Fig. 1: run 1, placed standard cells
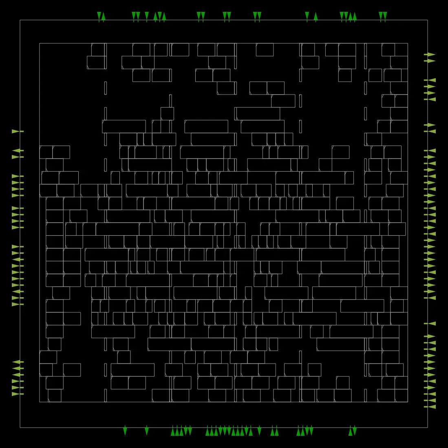
Fig. 2: run 1, sequential cells grouped by signal name
Other sequential cells in the stronger grey, the rest of the logic in the fainter grey.
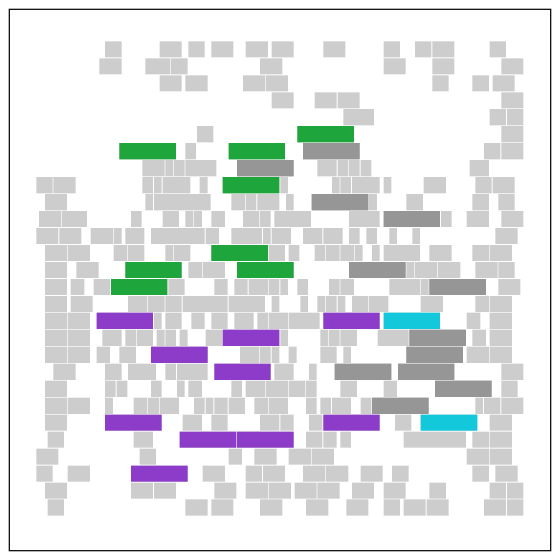
Fig. 3: run 1, M2 wires
The bar under the picture is 20 um long.
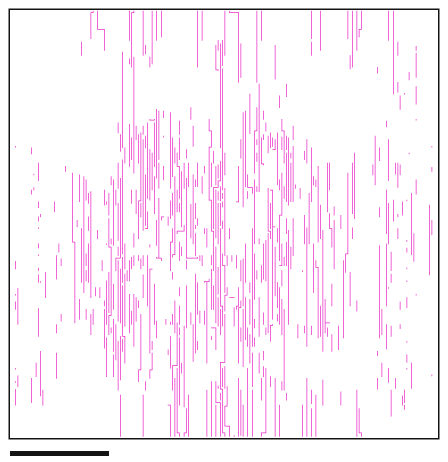
Fig. 4: run 1, wires at chosen ports, followed through buffers
The bar under the picture is 20 um long.
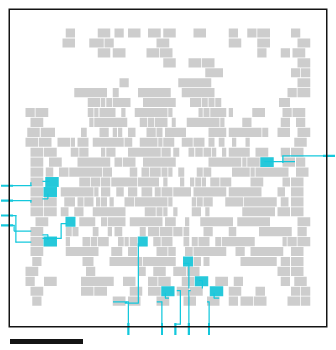
### config.mk
export PLATFORM = sky130hd
export DESIGN_NAME = cmd_rback_arbiter
export DESIGN_NICKNAME = d
export VERILOG_FILES = /design/src/rtl/cmd_rback_arbiter_pkg.sv /design/src/rtl/cmd_rback_arbiter_pick.sv /design/src/rtl/cmd_rback_arbiter.sv
export SDC_FILE = /design/constraint.sdc
export NUM_CORES = 1
export LEC_CHECK = 0
export CORE_MARGIN = 4
export CORE_UTILIZATION = 35
export CTS_CLUSTER_DIAMETER = 50
export CTS_CLUSTER_SIZE = 24
export DETAILED_ROUTE_END_ITERATION = 7
export GPL_TIMING_DRIVEN = 0
export PLACE_DENSITY = 0.77
export SYNTH_ARGS = -nofsm -noshare
export SYNTH_HDL_FRONTEND = slang
export SYNTH_HIERARCHICAL = 1
export SYNTH_SLANG_ARGS = --single-unit
### constraint.sdc
create_clock -name axi_clk -period 1.9 [get_ports axi_clk]
set_input_delay 0.19 -clock axi_clk [delete_from_list [all_inputs] [get_ports axi_clk]]
set_output_delay 0.19 -clock axi_clk [all_outputs]
set_load 0.05 [all_outputs]
### src/rtl/cmd_rback_arbiter_pkg.sv
// rtl/cmd_rback_arbiter_pkg.sv - shared types and constants for the readback burst arbiter
package cmd_rback_arbiter_pkg;

  typedef enum logic [1:0] {
    ST_IDLE  = 2'd0,
    ST_BURST = 2'd1,
    ST_DRAIN = 2'd2
  } arb_state_t;

  typedef logic req_idx_t;

  // Cycles from rb_ren to valid rb_rdata; also sets the DRAIN length and tag pipeline depth.
  localparam int RBACK_RD_LATENCY = 2;

endpackage

### src/rtl/cmd_rback_arbiter_pick.sv
// rtl/cmd_rback_arbiter_pick.sv - two-way arbitration decision (round-robin with CMD_RBACK_ARB_RR_EN, else fixed priority)
module cmd_rback_arb_pick
  import cmd_rback_arbiter_pkg::*;
(
  input  logic     req0,
  input  logic     req1,
  input  req_idx_t ptr,
  output req_idx_t winner
);

`ifdef CMD_RBACK_ARB_RR_EN
  // ptr names the requester that wins a tie; a lone requester always wins.
  always_comb begin
    winner = 1'b0;
    if (req0 && req1) winner = ptr;
    else if (req1)    winner = 1'b1;
  end
`else
  req_idx_t unused_ptr;
  assign unused_ptr = ptr;

  always_comb begin
    winner = 1'b0;
    if (!req0 && req1) winner = 1'b1;
  end
`endif

endmodule

### src/rtl/cmd_rback_arbiter.sv
// rtl/cmd_rback_arbiter.sv - two-requester burst arbiter for the shared readback RAM read port
// Round-robin arbitration when CMD_RBACK_ARB_RR_EN is defined, fixed priority (req0 first) otherwise.
module cmd_rback_arbiter
  import cmd_rback_arbiter_pkg::*;
#(
  parameter int CONTROL_RBACK_DEPTH = 10,
  parameter int LEN_BITS            = 8
) (
  input  logic                           rst,
  input  logic                           axi_clk,
  input  logic                           req0,
  input  logic                           req1,
  input  logic [CONTROL_RBACK_DEPTH-1:0] addr0,
  input  logic [CONTROL_RBACK_DEPTH-1:0] addr1,
  input  logic [LEN_BITS-1:0]            len0,
  input  logic [LEN_BITS-1:0]            len1,
  output logic                           gnt0,
  output logic                           gnt1,
  output logic                           dvalid0,
  output logic                           dvalid1,
  output logic                           dlast,
  output logic [31:0]                    rdata,
  output logic [CONTROL_RBACK_DEPTH-1:0] rb_raddr,
  output logic                           rb_ren,
  input  logic [31:0]                    rb_rdata,
  output logic                           busy
);

  localparam int L = RBACK_RD_LATENCY;

  arb_state_t          state;
  req_idx_t            owner;
  req_idx_t            ptr;
  req_idx_t            winner;
  logic [LEN_BITS-1:0] cnt;
  logic [1:0]          drain_cnt;
  logic [L-1:0]        vld_pipe;
  logic [L-1:0]        tag_pipe;
  logic [L-1:0]        last_pipe;

  cmd_rback_arb_pick u_pick (
    .req0   (req0),
    .req1   (req1),
    .ptr    (ptr),
    .winner (winner)
  );

  always_ff @(posedge axi_clk or posedge rst) begin
    if (rst) begin
      state     <= ST_IDLE;
      owner     <= 1'b0;
      ptr       <= 1'b0;
      cnt       <= '0;
      drain_cnt <= '0;
      gnt0      <= 1'b0;
      gnt1      <= 1'b0;
      rb_ren    <= 1'b0;
      rb_raddr  <= '0;
    end else begin
      gnt0 <= 1'b0;
      gnt1 <= 1'b0;
      case (state)
        ST_IDLE: begin
          if (req0 || req1) begin
            gnt0     <= (winner == 1'b0);
            gnt1     <= (winner == 1'b1);
            owner    <= winner;
            ptr      <= ~winner;
            rb_raddr <= winner ? addr1 : addr0;
            cnt      <= winner ? len1 : len0;
            rb_ren   <= 1'b1;
            state    <= ST_BURST;
          end
        end
        ST_BURST: begin
          if (cnt == '0) begin
            rb_ren    <= 1'b0;
            drain_cnt <= '0;
            state     <= ST_DRAIN;
          end else begin
            cnt      <= cnt - 1'b1;
            rb_raddr <= rb_raddr + 1'b1;
          end
        end
        ST_DRAIN: begin
          if (drain_cnt == 2'(L - 1)) state <= ST_IDLE;
          else                        drain_cnt <= drain_cnt + 1'b1;
        end
        default: state <= ST_IDLE;
      endcase
    end
  end

  // Owner and last-word tags ride alongside each read so returning data is steered correctly.
  always_ff @(posedge axi_clk or posedge rst) begin
    if (rst) begin
      vld_pipe  <= '0;
      tag_pipe  <= '0;
      last_pipe <= '0;
    end else begin
      vld_pipe  <= {vld_pipe[L-2:0], rb_ren};
      tag_pipe  <= {tag_pipe[L-2:0], owner};
      last_pipe <= {last_pipe[L-2:0], rb_ren && (cnt == '0)};
    end
  end

  assign dvalid0 = vld_pipe[L-1] && !tag_pipe[L-1];
  assign dvalid1 = vld_pipe[L-1] &&  tag_pipe[L-1];
  assign dlast   = vld_pipe[L-1] && last_pipe[L-1];
  assign rdata   = rb_rdata;
  assign busy    = (state != ST_IDLE);

endmodule

==> Changelog: implementation, run 1 <==
## Implementation

- Wire length per cell after detailed routing: 15.18 um
- Met1 usage: 19.81%
- Router iterations before antenna repair: 4
- Num Clock Sinks: 32
- Maximum number of buffers from clock root to sink: 2
- Number of design-rule violations left by the first detailed-router iteration: 76
- Maximum number of pins on one net before global-route repair: 33
- Status: complete, no violations
- Count of endpoints failing hold in the final timing report: 0
- Worst Setup Path Type: reg2reg
- Total half-perimeter wirelength after legalization and detailed placement: 4573 um
- Die outline width: 86.55 um
- Detailed route wirelength on metal3: 583 um
- FF-to-FF Start: cnt[0]
- WL final: 6179 um
- P_leak: 1.408 nW
- Top sig layer: met4
- Number of placed cells counting well taps: 393
- Internal power contribution: 2.314 mW
- Root Buffer: clkbuf_8
- Data required time at the worst endpoint: 2130 ps
- Worst reg-to-reg setup slack: 50 ps
- Post-Route Utilization: 55.90%
- Most utilized layer in the global route result: met2
- Number of max-cap violations: 0
- Post-route DRC violation count: 0
- Total gr overflow: 0
- Capturing point of the worst reg2reg path: cnt[6]
- Peak per-stage delay on the critical path: 450 ps
- Insertion delay at the late pin of the worst-skew pair: 290 ps
- Number of antenna violations at the first check in global routing: 0
- Placement row count: 28
- Part of the power in the clock network: 12.3%
- Commonest cells after routing, fill and taps aside: 87 x clkdlybuf4s50_1, 38 x buf_4, 32 x dfrtp_1
- Overall die height: 86.55 um
- Synthesized instance count: 230
- Setup slack after layout: 47.37 ps
- Combinational cell area excluding buffers and inverters: 1067 um2
- Max VDD drop: 0.8230 mV
- GR Layer Usage met2: 27.47%
- Startpoint type of the worst setup path: flop
- Crit end category: flop
- Tool Warnings: 28
- Power after layout: 4.415 mW
- Diode count: 0
- Crit Path Max Fanout: 5
- Via count: 2117
- Number of max-slew violations in the final report: 0
- Fmax: 539.8 MHz
- Crit share post-route: 97.51%
- CTS Buf Count: 5
- Data arrival time of the worst path: 2090 ps
- Relative contribution of combinational cells to total power: 59.2%
- Number of nets in the layout: 407
- Core Footprint: 5956 um2
- TritonCTS clock tree: done
- Total power per unit cell area: 1326 nW/um2
- Number of port buffers: 88
- Buffer count from post-CTS setup fixing: 1
- Critical-path cell with the highest stage delay: or4b_4
- GRT met3 Usage: 4.848%
- Slew HR: 62.34%
- Pre-CTS WS: -375.3 ps
- Switching power total: 2.101 mW
- CTS clock-pin slew for the worst setup and hold paths: 70 ps
- RD Place Congestion: 0.8714
- Clock Skew: 7.889 ps
- Switching fraction of total power: 47.59%
- Share of the core filled by cells before placement: 36.26%
- Sequential power share: 28.5%
- Area enclosed by the die boundary: 7491 um2
- Path type of the worst min-delay path: in2async
- RSZ-0062 raised after global routing: true
- Post-Synthesis Cell Area: 2160 um2
- Length in cells of the worst reg-to-reg path: 6
- Transition at the pin with the smallest max-transition slack: 563.1 ps
- Cell breakdown of the critical path: inv_2 -> ha_4 -> or4b_4 -> or4_1 -> o21ai_2 -> a221o_1
- Global-route wire length before repair: 9625 um
- Syn Nets: 306
- Total routing resource utilization after global routing: 16.31%
- Per-instance average area after synthesis: 9.389 um2
- Hold Buf Count CTS: 0
- Number of gates resized after cts: 4
- Wire length on met1: 2516 um
- Most common cell after layout, fill and taps aside: clkdlybuf4s50_1
- Warnings, synthesis: 6
- Antenna Nets Post-Route: 0
- FF/Latch Area: 800.8 um2
Back to the opening pictures, Fig. 1:
number of sequential cells in the layout: 32
non-filler instance count after layout: 407
tapcells inserted: 75

Back to the opening pictures, Fig. 2:
Cyan stands for vld_pipe, flops 2. Green stands for cnt, flops 8, where middle. Purple stands for rb_raddr, flops 10.

Back to the opening pictures, Fig. 3:
348 nets have wire on it. The layer holds 48% of the routed length. The wires run mostly vertical. The layer carries 2970 um of wire. The longest straight run is 26.2 um.

Back to the opening pictures, Fig. 4:
Cyan stands for addr1, bits 10, direction input, end cells 10, buffers 10, wire 153 um.

[run 1: power groups by stage]
stage / clock network (mW) / logic, mW / registers [mW]
final: 0.542 / 2.61 / 1.26
after global routing: 0.591 / 2.80 / 1.31
after CTS: 0.556 / 2.53 / 1.25
after detailed placement: 0 / 2.52 / 1.24
after global placement: 0 / 2.47 / 1.23
after floorplan: 0 / 1.41 / 1.59
[run 1: worst max-delay path, delay by kind of cell (launching register included)]
| family | cells | cell delay [ps] |
|---|---|---|
| and+or+nand+nor | 2 | 880 |
| AOI/OAI and AO/OA | 2 | 220 |
| buffers and inverters | 1 | 100 |
| DFF | 1 | 430 |
| adders and majority gates | 1 | 160 |
[run 1: final cells by class]
type / instances / area share, %
Clock buffer: 8 / 2.706
Inverter: 10 / 1.203
Timing Repair Buffer: 94 / 28.37
Tap cell: 75 / 2.818
Sequential cell: 32 / 24.05
Multi-Input combinational cell: 146 / 32.06
Buffer: 42 / 8.794
[run 1: through the flow]
stage / instance area (um2) / hold slack (ps)
floorplan: 2160 / 306.2
global placement: 3134 / 334.1
detailed placement: 3134 / 338.1
CTS: 3241 / 351.6
global route: 3329 / 163.8
finish: 3329 / 143.6
[run 1: worst max-delay path by stage]
| stage | to | from | depth (start not counted) | slack, ps |
|---|---|---|---|---|
| finish | cnt[6] | cnt[0] | 6 | 50 |
| global route | cnt[6] | cnt[0] | 6 | -40 |
| CTS | cnt[6] | cnt[0] | 6 | 3 |
| detailed placement | cnt[5] | req1 | 6 | -380 |
| global placement | cnt[5] | req1 | 6 | -410 |
| floorplan | cnt[6] | cnt[0] | 6 | 130 |
[run 1: flip-flops by register name, summed over array words and instances (netlist names)]
signal	count
gnt1	1
vld_pipe	2
gnt0	1
rb_raddr	10
state	2
drain_cnt	2
tag_pipe	2
cnt	8
rb_ren	1
last_pipe	2
owner	1
==> run 2, diff against run 1 <==
--- a/config.mk
+++ b/config.mk
@@ -8,10 +8,11 @@
 export CORE_MARGIN = 4
 export CORE_UTILIZATION = 35
 export CTS_CLUSTER_DIAMETER = 50
-export CTS_CLUSTER_SIZE = 24
+export CTS_CLUSTER_SIZE = 16
 export DETAILED_ROUTE_END_ITERATION = 7
 export GPL_TIMING_DRIVEN = 0
 export PLACE_DENSITY = 0.77
+export SLEW_MARGIN = 10
 export SYNTH_ARGS = -nofsm -noshare
 export SYNTH_HDL_FRONTEND = slang
 export SYNTH_HIERARCHICAL = 1
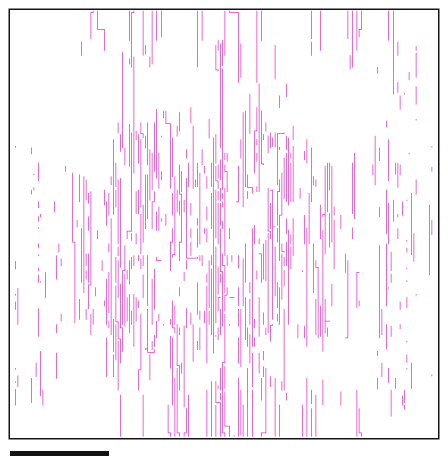
Fig. 5. M2 wires (run 2).
The bar under the picture is 20 um long.
The longest straight run is 43.5 um. The layer carries 2920 um of wire. The layer holds 48% of the routed length. 346 nets have wire on it. The wires run mostly vertical.

==> run 2 against run 1 <==
Against the previous run: die area did not move; largest power group unchanged; core utilization shrank 0.46 points; highest routed layer unchanged; area after synthesis unchanged; routed wire length is 1.2% lower; sequential share of layout area is 0.20 points higher.
==> Changelog: implementation, run 2 <==
## Implementation

- Status: complete, no violations
- Number of max-slew violations in the final report: 0
- Number of max-cap violations: 0
- Crit share post-route: 97.42%
- Cell breakdown of the critical path: inv_2 -> ha_4 -> or4b_4 -> or4_1 -> o21ai_2 -> a221o_1
- TritonCTS clock tree: done
- Cell family with the largest share of critical-path delay: simple AND/OR/NAND/NOR gates
- Per-instance average area after synthesis: 9.389 um2
- Total gr overflow: 0
- Most common cell after layout, fill and taps aside: clkdlybuf4s50_1
- Tool Warnings: 28
- Maximum number of pins on one net before global-route repair: 33
- Router iterations before antenna repair: 4
- Slew HR: 54.86%
- Total routing resource utilization after global routing: 16.31%
- Die outline width: 86.55 um
- Post-Synthesis Cell Area: 2160 um2
- P_leak: 1.398 nW
- Data arrival time of the worst path: 2080 ps
- Buffer-and-inverter tally for the worst setup path: 1
- Share of the core filled by cells before placement: 36.26%
- Clock Skew: 7.491 ps
- Antenna Nets Post-Route: 0
- Number of port buffers: 88
- Total power per unit cell area: 1332 nW/um2
- Core Footprint: 5956 um2
- Max VDD drop: 0.8225 mV
- Peak per-stage delay on the critical path: 450 ps
- Global-route wire length before repair: 9625 um
- Post-route DRC violation count: 0
- FF-to-FF Start: cnt[0]
- RD Place Congestion: 0.8714
- Placement row count: 28
- Crit Path Max Fanout: 5
- WL final: 6107 um
- Number of design-rule violations left by the first detailed-router iteration: 94
- Diode count: 0
- Area enclosed by the die boundary: 7491 um2
- Length in cells of the worst reg-to-reg path: 6
- Path type of the worst min-delay path: in2async
- Root Buffer: clkbuf_8
- Warnings, synthesis: 6
- Transition at the pin with the smallest max-transition slack: 676.1 ps
- Wire length per cell after detailed routing: 15.04 um
- Commonest cells after routing, fill and taps aside: 87 x clkdlybuf4s50_1, 38 x buf_4, 32 x dfrtp_1
- Count of endpoints failing hold in the final timing report: 0
- Top reg by flops: rb_raddr
- Insertion delay at the late pin of the worst-skew pair: 290 ps
- Pre-CTS WS: -375.3 ps
- Total half-perimeter wirelength after legalization and detailed placement: 4573 um
- Maximum number of buffers from clock root to sink: 2
- Setup slack after layout: 49.03 ps
- Via count: 2101
- Worst reg-to-reg setup slack: 50 ps
- CTS clock-pin slew for the worst setup and hold paths: 70 ps
[run 2: netlist changes by cell type in the layout (fill, tap and decap cells not counted), sizes merged]
cell	previous run	this run
clkinv	1	0
inv	9	10
buf	45	44
[run 2: timing repair]
action | in CTS | in global routing
endpoints found under the setup margin | 6 | 9
pin swaps | 0 | 1
hold buffers | 0 | 0
buffers inserted | 1 | 4
resized | 4 | 9
[run 2: power breakdown]
group / switching (mW) / internal, mW
clock: 0.245 / 0.295
combinational: 1.54 / 1.06
sequential: 0.308 / 0.951
[run 2: worst max path at each step]
stage,from,end,cells after the start
finish,cnt[0],cnt[6],6
global route,cnt[0],cnt[6],6
CTS,cnt[0],cnt[6],6
detailed placement,req1,cnt[5],6
global placement,req1,cnt[5],6
floorplan,cnt[0],cnt[6],6
[run 2: cell type report]
cell class | instances | share of cell area, %
Clock buffer | 8 | 2.728
Inverter | 10 | 1.213
Timing Repair Buffer | 93 | 27.78
Sequential cell | 32 | 24.25
Tap cell | 75 | 2.842
Multi-Input combinational cell | 146 | 32.32
Buffer | 42 | 8.867
[run 2: stage by stage]
stage / std cells / total power [mW] / instance area (um2) / hold slack, ps
3_5_place_dp: 393 / 3.760 / 3134 / 338.1
3_3_place_gp: 393 / 3.700 / 3134 / 334.1
5_1_grt: 406 / 4.693 / 3302 / 369.5
6_report: 406 / 4.400 / 3302 / 334.3
2_1_floorplan: 230 / 2.994 / 2160 / 306.2
4_1_cts: 402 / 4.332 / 3241 / 351.6
[run 2: routing by layer]
layer	up-vias	GRT usage [%]	part of all wire, %
met5	-	0	0
met4	0	5.666	1.7
met3	8	4.848	10
met2	103	27.47	48
met1	981	19.81	40
li1	1009	-	-
Power is estimated from default activity; no workload was simulated.
